## config.mk

```make
export PLATFORM = sky130hd
export DESIGN_NAME = dmem_arbiter
export DESIGN_NICKNAME = d
export VERILOG_FILES = /design/src/rtl/dmem_pkg.sv /design/src/rtl/dmem_arbiter_rr_arb2.sv /design/src/rtl/dmem_arbiter.sv
export SDC_FILE = /design/constraint.sdc
export NUM_CORES = 1
export LEC_CHECK = 0
export CAP_MARGIN = 0
export CORE_MARGIN = 4
export CORE_UTILIZATION = 43
export CTS_CLUSTER_DIAMETER = 100
export CTS_CLUSTER_SIZE = 30
export DETAILED_ROUTE_END_ITERATION = 10
export PLACE_DENSITY = 0.87
export SYNTH_ARGS = -nofsm -noshare
export SYNTH_HDL_FRONTEND = slang
export SYNTH_SLANG_ARGS = --single-unit
```

## constraint.sdc

```tcl
create_clock -name clk -period 4.6 [get_ports clk]
set_input_delay 1.38 -clock clk [delete_from_list [all_inputs] [get_ports clk]]
set_output_delay 1.38 -clock clk [all_outputs]
set_load 0.005 [all_outputs]
```

## src/rtl/dmem_pkg.sv

```systemverilog
// Shared constants for the data-memory arbiter: FSM encoding, bus widths, alignment.
package dmem_pkg;
   localparam logic [1:0] ST_IDLE   = 2'd0;
   localparam logic [1:0] ST_ACCESS = 2'd1;
   localparam logic [1:0] ST_RESP   = 2'd2;

   localparam int DMEM_AW = 9;
   localparam int DMEM_DW = 32;

   localparam logic [1:0] ALIGN_MASK = 2'b00;

   function automatic logic is_aligned(input logic [DMEM_AW-1:0] addr);
      return addr[1:0] == ALIGN_MASK;
   endfunction
endpackage

```

## src/rtl/dmem_arbiter_rr_arb2.sv

```systemverilog
// Combinational two-way round-robin pick; the port that did not win last time takes a tie.
module rr_arb2 (
   input  logic req0,
   input  logic req1,
   input  logic last,
   output logic valid,
   output logic sel
);
   always_comb begin
      valid = req0 | req1;
      sel   = (req0 & req1) ? ~last : req1;
   end
endmodule

```

## src/rtl/dmem_arbiter.sv

```systemverilog
// Two-port round-robin arbiter and access sequencer for the 128x32 data memory.
//
// state  | meaning
// IDLE   | waiting for a request; grant and payload latch happen here
// ACCESS | memory strobes held for ACCESS_CYCLES cycles
// RESP   | one-cycle rvalid/rdata/err pulse to the granted port
module dmem_arbiter
   import dmem_pkg::*;
#(
   parameter int ACCESS_CYCLES = 1,
   parameter int CNT_W         = 4
) (
   input  logic               clk,
   input  logic               rst_n,
   input  logic               req0,
   input  logic               req1,
   input  logic               we0,
   input  logic               we1,
   input  logic [DMEM_AW-1:0] addr0,
   input  logic [DMEM_AW-1:0] addr1,
   input  logic [DMEM_DW-1:0] wdata0,
   input  logic [DMEM_DW-1:0] wdata1,
   output logic               gnt0,
   output logic               gnt1,
   output logic               rvalid0,
   output logic               rvalid1,
   output logic [DMEM_DW-1:0] rdata0,
   output logic [DMEM_DW-1:0] rdata1,
   output logic               err0,
   output logic               err1,
   output logic               mem_read,
   output logic               mem_write,
   output logic [DMEM_AW-1:0] mem_addr,
   output logic [DMEM_DW-1:0] mem_wdata,
   input  logic [DMEM_DW-1:0] mem_rdata
);
   logic [1:0]         state_q;
   logic [CNT_W-1:0]   count_q;
   logic               sel_q;
   logic               we_q;
   logic [DMEM_AW-1:0] addr_q;
   logic [DMEM_DW-1:0] wdata_q;
   logic [DMEM_DW-1:0] rdata_q;
   logic               err_q;
   logic               last_q;

   logic               pick_valid;
   logic               pick_sel;
   logic               win;
   logic               pay_we;
   logic [DMEM_AW-1:0] pay_addr;
   logic [DMEM_DW-1:0] pay_wdata;
   logic               last_cnt;
   logic [DMEM_DW-1:0] rdata_resp;

   rr_arb2 u_rr_arb2 (
      .req0  (req0),
      .req1  (req1),
      .last  (last_q),
      .valid (pick_valid),
      .sel   (pick_sel)
   );

   // Grant is gated by rst_n so every output reads 0 while reset is held.
   always_comb begin
      win        = rst_n && (state_q == ST_IDLE) && pick_valid;
      gnt0       = win & ~pick_sel;
      gnt1       = win & pick_sel;
      pay_we     = pick_sel ? we1 : we0;
      pay_addr   = pick_sel ? addr1 : addr0;
      pay_wdata  = pick_sel ? wdata1 : wdata0;
      last_cnt   = count_q == CNT_W'(ACCESS_CYCLES - 1);
      rdata_resp = (we_q | err_q) ? '0 : rdata_q;
      rvalid0    = (state_q == ST_RESP) & ~sel_q;
      rvalid1    = (state_q == ST_RESP) & sel_q;
      rdata0     = rvalid0 ? rdata_resp : '0;
      rdata1     = rvalid1 ? rdata_resp : '0;
      err0       = rvalid0 & err_q;
      err1       = rvalid1 & err_q;
   end

   always_ff @(posedge clk or negedge rst_n) begin
      if (!rst_n) begin
         state_q   <= ST_IDLE;
         count_q   <= '0;
         sel_q     <= 1'b0;
         we_q      <= 1'b0;
         addr_q    <= '0;
         wdata_q   <= '0;
         rdata_q   <= '0;
         err_q     <= 1'b0;
         last_q    <= 1'b1;
         mem_read  <= 1'b0;
         mem_write <= 1'b0;
         mem_addr  <= '0;
         mem_wdata <= '0;
      end else begin
         case (state_q)
            ST_IDLE: begin
               if (win) begin
                  sel_q   <= pick_sel;
                  we_q    <= pay_we;
                  addr_q  <= pay_addr;
                  wdata_q <= pay_wdata;
                  last_q  <= pick_sel;
                  if (!is_aligned(pay_addr)) begin
                     err_q   <= 1'b1;
                     state_q <= ST_RESP;
                  end else begin
                     count_q   <= '0;
                     state_q   <= ST_ACCESS;
                     mem_read  <= ~pay_we;
                     mem_write <= pay_we;
                     mem_addr  <= pay_addr;
                     mem_wdata <= pay_wdata;
                  end
               end
            end
            ST_ACCESS: begin
               if (last_cnt) begin
                  if (!we_q) rdata_q <= mem_rdata;
                  mem_read  <= 1'b0;
                  mem_write <= 1'b0;
                  state_q   <= ST_RESP;
               end else begin
                  count_q <= count_q + 1'b1;
               end
            end
            ST_RESP: begin
               err_q   <= 1'b0;
               state_q <= ST_IDLE;
            end
            default: state_q <= ST_IDLE;
         endcase
      end
   end
endmodule

```

### M2 wires, run 1

The bar under the picture is 20 microns long.
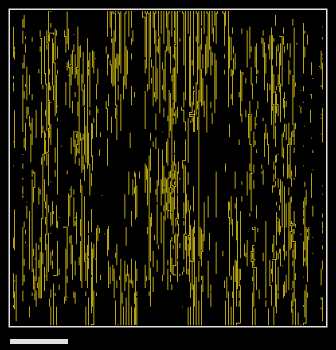
nets with wire on the layer = 629
wire length on this layer = 5820 microns

### Selected gate families, run 1

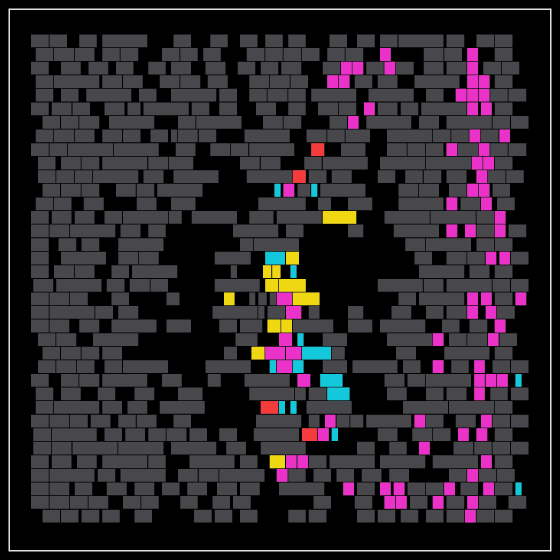
yellow -> aoi and oai cells  # cells 12, where centre
red -> non-inverting ao/oa cells  # cells 4
cyan -> nor cells  # cells 15
magenta -> and/or cells  # cells 78

==> run summary, run 1 <==
Results of the implementation run.

The post-CTS setup buffer count came out at 0. The timing report shows that the slowest cell on the worst path is clkdlybuf4s50_1. The maximum operating frequency came out at 0.230 GHz. Global routing used 34.5% of the available met2 tracks. The chip area is 11700 sq um.

The power per unit of standard cell area came out at 444 nW/um^2. The DRC marker count from the first detailed-route iteration is 80. The number of clock buffers added by TritonCTS is 9.

The final routed wire length divided by cell count came out at 17.0 microns. Counting both buffers and inverters, the worst setup path holds a total of 2. The total number of warnings across the stage logs came out at 27.

The wire length of the first global-routing pass came out at 18.2 mm. The most critical min-delay path falls under reg -> reg. The final critical-path required period is 4.35 ns. The floorplan net count came out at 460. The synthesized netlist devotes 14.1% of its cell area to simple gates. STA classifies the critical path endpoint as an output pin. The number of hold violations in the final report is 0. The antenna diode count is 0. The amount of wire on met2 after detailed routing is 5.82 mm. Counting instances in the post-synthesis netlist gives the leading cell types as mux2_2, dfrtp_1, and2_1. Grouping non-sequential cells by family puts the most area in multiplexers. The data required time of the worst path came out at 3.22 ns. The length of the first detailed-routing pass in iterations came out at 4. The worst-case clock skew came out at 0.0103 ns. The synthesized netlist contains 38 unique library cells. In the post-synthesis netlist, the biggest area contributors are dfrtp_1, mux2_2, and2_1, mux2i_1, nor2_1. The summed standard-cell area reported by yosys is 4320 sq um.

The number of pins with negative max-slew slack in the final report came out at 0. The routed length on met1 came out at 4.52 mm. For this block, the routed nets add up to 12.0 mm of wire. The clock latency reported for the late side of the worst-skew pair is 0.34 ns. The met1 global-route usage is 22.3%. The total number of vias came out at 3494. The data arrival time of the critical path came out at 2.97 ns. The flow ran to the end, and the final reports show no timing, DRC or antenna violations. The sequential element share of the synthesized area is 49.3%. According to the CTS report, the clock sink count is 85.

The static leakage is 0.00288 uW. The number of global-route vias before repair came out at 3693. TritonCTS built the clock tree.

The number of synthesized register bits is 85. The largest fanout of any net on the critical path came out at 11. The initial core utilization came out at 44.2%. The number of fill cells came out at 709.

The multi-input gate area in the final layout came out at 2100 sq um. The worst setup path is launched from an input port. Per the GRT log, the top usage layer is met2. The accumulated negative setup slack is 0 ns. The width of the die is 108 microns.

Counting along the longest clock path gives a buffer depth of 2. At the end of routability-driven placement, the weighted congestion stood at 0.855. The count of buffers added on input and output ports is 232. The fraction of registers with async set/reset is 100%. The core utilization of the finished layout is 71.5%.

The number of antenna-violating nets in the routed design is 0. The post-layout period usage of the worst path came out at 94.6%. The leftover overflow at the end of global routing came out at 0. Looking at the VDD voltage map, the peak drop is 0.274 mV.

Sorting the synthesis cell report by count puts at the top mux2_2. For this run, the total global-route usage over all layers was measured as 20.0%. The parity-gate share of the synthesized area counting xor and xnor cells came out at 0%. By startpoint and endpoint, the worst setup path is classified as in -> out. Yosys mapped a number of flops with a built-in enable equal to 0. The number of levels in the clock H-tree came out at 3. The hold buffer count at cts came out at 0.

The number of standard cells reported by yosys is 338. The maximum cell stage delay along the critical path came out at 0.53 ns. The met3 wire length came out at 1.50 mm. The top cell type in the final layout, fill and taps aside, is clkdlybuf4s50_1.

The combined area of all synthesized cells is 4320 sq um. The register area is 2130 sq um. The fraction of synthesized cell area taken by the top area cell type is 48.7%. Setup repair after global routing left no endpoint under its margin. The signal on the critical path passes through clkdlybuf4s50_1, nor2_1, or2_4, nor2_1, clkdlybuf4s50_1. The area of the placeable core is 9770 sq um. Looking at the clock tree report, the root buffer type is clkbuf_8. The highest metal layer carrying signal wires in the routed design is met4. The vertical extent of the die came out at 108 microns. Post-synth the commonest register cell is dfrtp_1. The largest total area in the synthesized netlist belongs to dfrtp_1. The worst slew margin relative to its limit came out at 40.0%. The clock-pin slew on the worst setup and hold paths is 0.09 ns. met3 track demand over resource after global routing is 8.48%. The average size of a mapped cell is 12.8 sq um. The area fraction in full adders, half adders and majority gates is 0.580%.

Pin placement for this block handled 233 I/O pins. The post-route DRC violation count is 0. The synthesized netlist cell count is 338.

In this run, post-CTS repair resized a total of 0 instances.
### Sequential cells coloured by netlist name, run 1

The bar under the picture is 20 microns long. Other sequential cells in the stronger grey, the rest of the logic in the fainter grey.
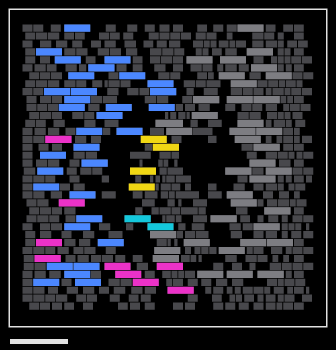
magenta -> mem_addr  # placed flops 9
yellow -> count_q  # placed flops 4, where centre
cyan -> state_q  # placed flops 2
blue -> mem_wdata  # placed flops 32
not coloured = 38

[run 1: power breakdown]
part           internal, uW  switching [uW]  total (uW)
Clock                   228             258         486
Combinational           842             433        1270
Sequential             1110             235        1340
[run 1: final cells by class]
cell class	count	area share [%]
timing repair buffer	241	34.3
sequential	85	30.4
multi-input combinational	230	30.0
tap	133	2.38
clock buffer	12	2.22
clock inverter	4	0.465
inverter	4	0.215
[run 1: through the flow]
step	std cells	setup WS (ns)	power, uW	area, sq um	hold slack (ns)
4_1_cts	709	0.211	3150	6990	0.496
6_report	709	0.247	3100	6990	0.491
3_3_place_gp	693	0.230	2580	6810	0.469
5_1_grt	709	0.192	3320	6990	0.503
3_5_place_dp	693	0.218	2640	6810	0.472
2_1_floorplan	338	0.894	1910	4320	0.478
[run 1: kinds of logic after synthesis]
logic type	Yosys count
and+or+nand+nor	97
muxes	115
buffers and inverters	23
DFF	85
adders and majority gates	2
AOI/OAI and AO/OA	16
[run 1: path summary, 6_finish.rpt]
kind / to / cells past startpoint / slack [ns] / from
max in group asynchronous: rdata_q[0]$_DFFE_PN0P_ / 3 / 2.51 / rst_n
max reg2reg: mem_addr[2]$_DFFE_PN0P_ / 5 / 2.30 / state_q[0]$_DFFE_PN0P_
min: mem_wdata[29]$_DFFE_PN0P_ / 1 / 0.49 / mem_wdata[29]$_DFFE_PN0P_
min in group asynchronous: mem_wdata[10]$_DFFE_PN0P_ / 2 / 1.09 / rst_n
min reg2reg: mem_wdata[29]$_DFFE_PN0P_ / 1 / 0.49 / mem_wdata[29]$_DFFE_PN0P_
max: gnt0 / 5 / 0.25 / req0
[run 1: registers in the layout, indices dropped and copies added (netlist names)]
name	cells
mem_wdata	32
rdata_q	32
mem_addr	9
count_q	4
state_q	2
err_q	1
last_q	1
mem_read	1
mem_write	1
sel_q	1
we_q	1
### Track usage over the die, run 1

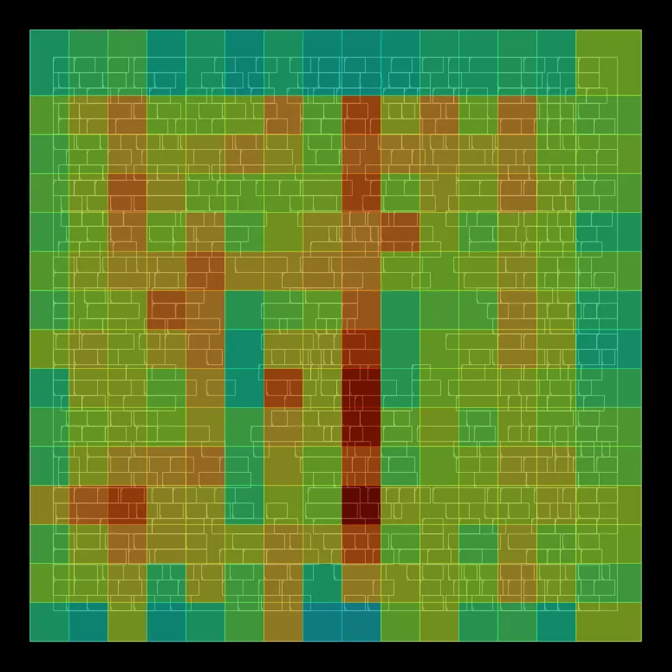

## Run 2: what changed since run 1
- ABC_AREA: not set -> 1
### Track usage over the die, run 2

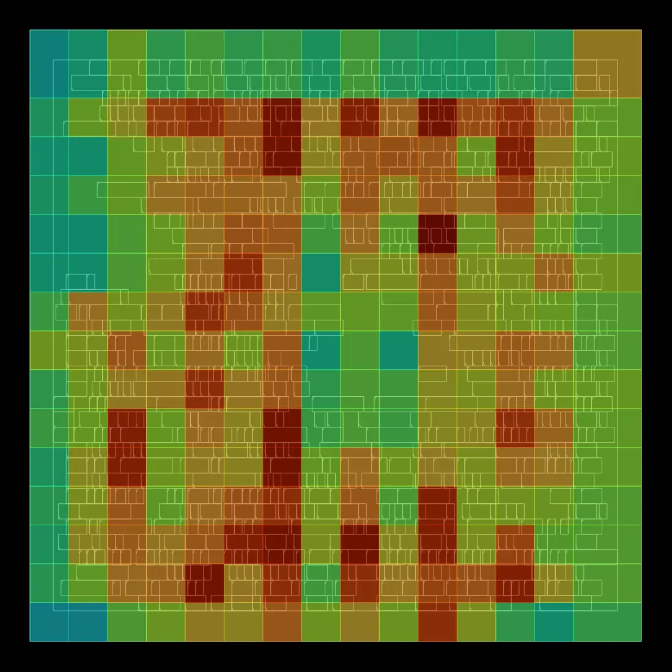
met3 Resource Use GR: 4.38%
met1 Usage GRT: 30.0%
met2 track utilization from global routing: 43.6%
final core utilization: 70.5%
Tot GR Track Use: 25.5%

### M2 wires, run 2

The bar under the picture is 20 microns long.
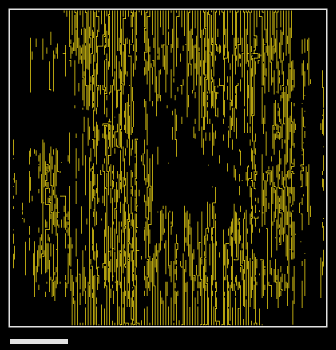
nets with wire on the layer = 789
share of all routed wire = 51%
longest straight run = 43.5 microns
main direction = vertical
wire length on this layer = 7720 microns

==> run summary, run 2 <==
Results of the implementation run.

The number of synthesized register bits is 85. The clock latency reported for the late side of the worst-skew pair is 0.35 ns. The post-route DRC violation count came out at 0.

The maximum cell stage delay along the critical path came out at 0.57 ns. The number of standard cells reported by yosys came out at 600. The routed length on met1 is 5.66 mm. Before any placement, the netlist area is recorded as 4360 sq um. The amount of wire on met2 after detailed routing came out at 7.72 mm. The final routed wire length divided by cell count came out at 15.9 microns. The sink count of the clock tree came out at 85.

The most common flop cell mapped by yosys is dfrtp_1. The maximum operating frequency came out at 0.233 GHz. Setup repair after global routing left no endpoint under its margin.

The number of pins with negative max-slew slack in the final report came out at 0. The number of global-route vias before repair came to 4816. The count of input and output buffers came out at 232. The fraction of synthesized cell area taken by the top area cell type is 48.2%.

The routed layout has 4775 vias. TritonCTS built the clock tree. The total number of warnings across the stage logs is 27.

The analysis reports a worst IR drop on VDD of 0.266 mV. After clock tree synthesis, the clock-pin slew on the worst setup and hold paths is 0.08 ns. The floorplan net count is 722.

The floorplan step set the die width to 109 microns. Final hold analysis gives a worst-case slack of 0.486 ns. The cell type with the largest total area after synthesis is dfrtp_1. The static leakage came out at 0.00329 uW. The detailed router used layers up to and including met4. The synthesis stats list as the most numerous cell nand2_1.

For reference, the post-synthesis area per instance comes to 7.27 sq um. The fraction of registers with async set/reset is 100%. The vertical extent of the die came out at 109 microns. The accumulated negative setup slack is 0 ns. The critical path in this run is classified as in -> out. The busiest layer in global routing is met2. The total detailed-routing wirelength is 15.1 mm. The kind of capture point of the worst setup path is an output pin. For this design, the CTS-stage hold fixing added 0 buffers. The worst slew margin relative to its limit came out at 20.5%. In the post-synthesis netlist, the biggest area contributors are dfrtp_1, nand2_1, nor3_1, nand3_1, inv_1. The number of buffers on the longest clock path came out at 2. The run finished with clean final reports. The summed standard-cell area reported by yosys is 4360 sq um. Per the log, the first TritonRoute iteration ended with a DRC count of 355. The top-level port count came out at 233. The netlist uses 24 different library cells.
run 2: power breakdown:
part           switching [uW]  total, uW  internal, uW
registers                 160       1260          1100
clock network             268        574           306
logic                     784       1450           669
run 2: layout make-up:
cell class	count	area, sq um	share of cell area [%]
clock buffer	12	135	1.95
clock inverter	4	72.6	1.05
inverter	49	185	2.67
multi-input combinational	428	1860	26.9
sequential	85	2130	30.7
tap	133	166	2.40
timing repair buffer	239	2370	34.3
run 2: cells by family after synthesis:
| kind of cell | count (synthesis) | share of synthesized area (%) |
|---|---|---|
| and+or+nand+nor | 385 | 37.1 |
| buffers and inverters | 87 | 8.47 |
| DFF | 85 | 48.8 |
| AOI/OAI and AO/OA | 40 | 4.88 |
| adders and majority gates | 2 | 0.574 |
| xor gates and xnor gates | 1 | 0.201 |
run 2: path summary, 6_finish.rpt:
kind,from,endpoint,slack (ns),cells after the start
hold reg to reg,last_q$_DFFE_PN1P_,last_q$_DFFE_PN1P_,0.49,2
setup reg to reg,last_q$_DFFE_PN1P_,mem_wdata[2]$_DFFE_PN0P_,2.55,8
min in group asynchronous,rst_n,rdata_q[21]$_DFFE_PN0P_,1.38,2
setup / recovery,req1,gnt1,0.31,6
hold / removal,last_q$_DFFE_PN1P_,last_q$_DFFE_PN1P_,0.49,2
max in group asynchronous,rst_n,rdata_q[1]$_DFFE_PN0P_,2.56,2
run 2: stage by stage:
stage / instances / setup slack, ns / area, sq um / total power (uW)
after floorplan: 600 / 1.32 / 4360 / 1970
after global placement: 934 / 0.364 / 6720 / 2650
after detailed placement: 934 / 0.317 / 6720 / 2720
after CTS: 950 / 0.315 / 6920 / 3300
after global routing: 950 / 0.195 / 6920 / 3530
final: 950 / 0.313 / 6920 / 3280
No activity file was given, so power comes from the tool's default toggle rates.
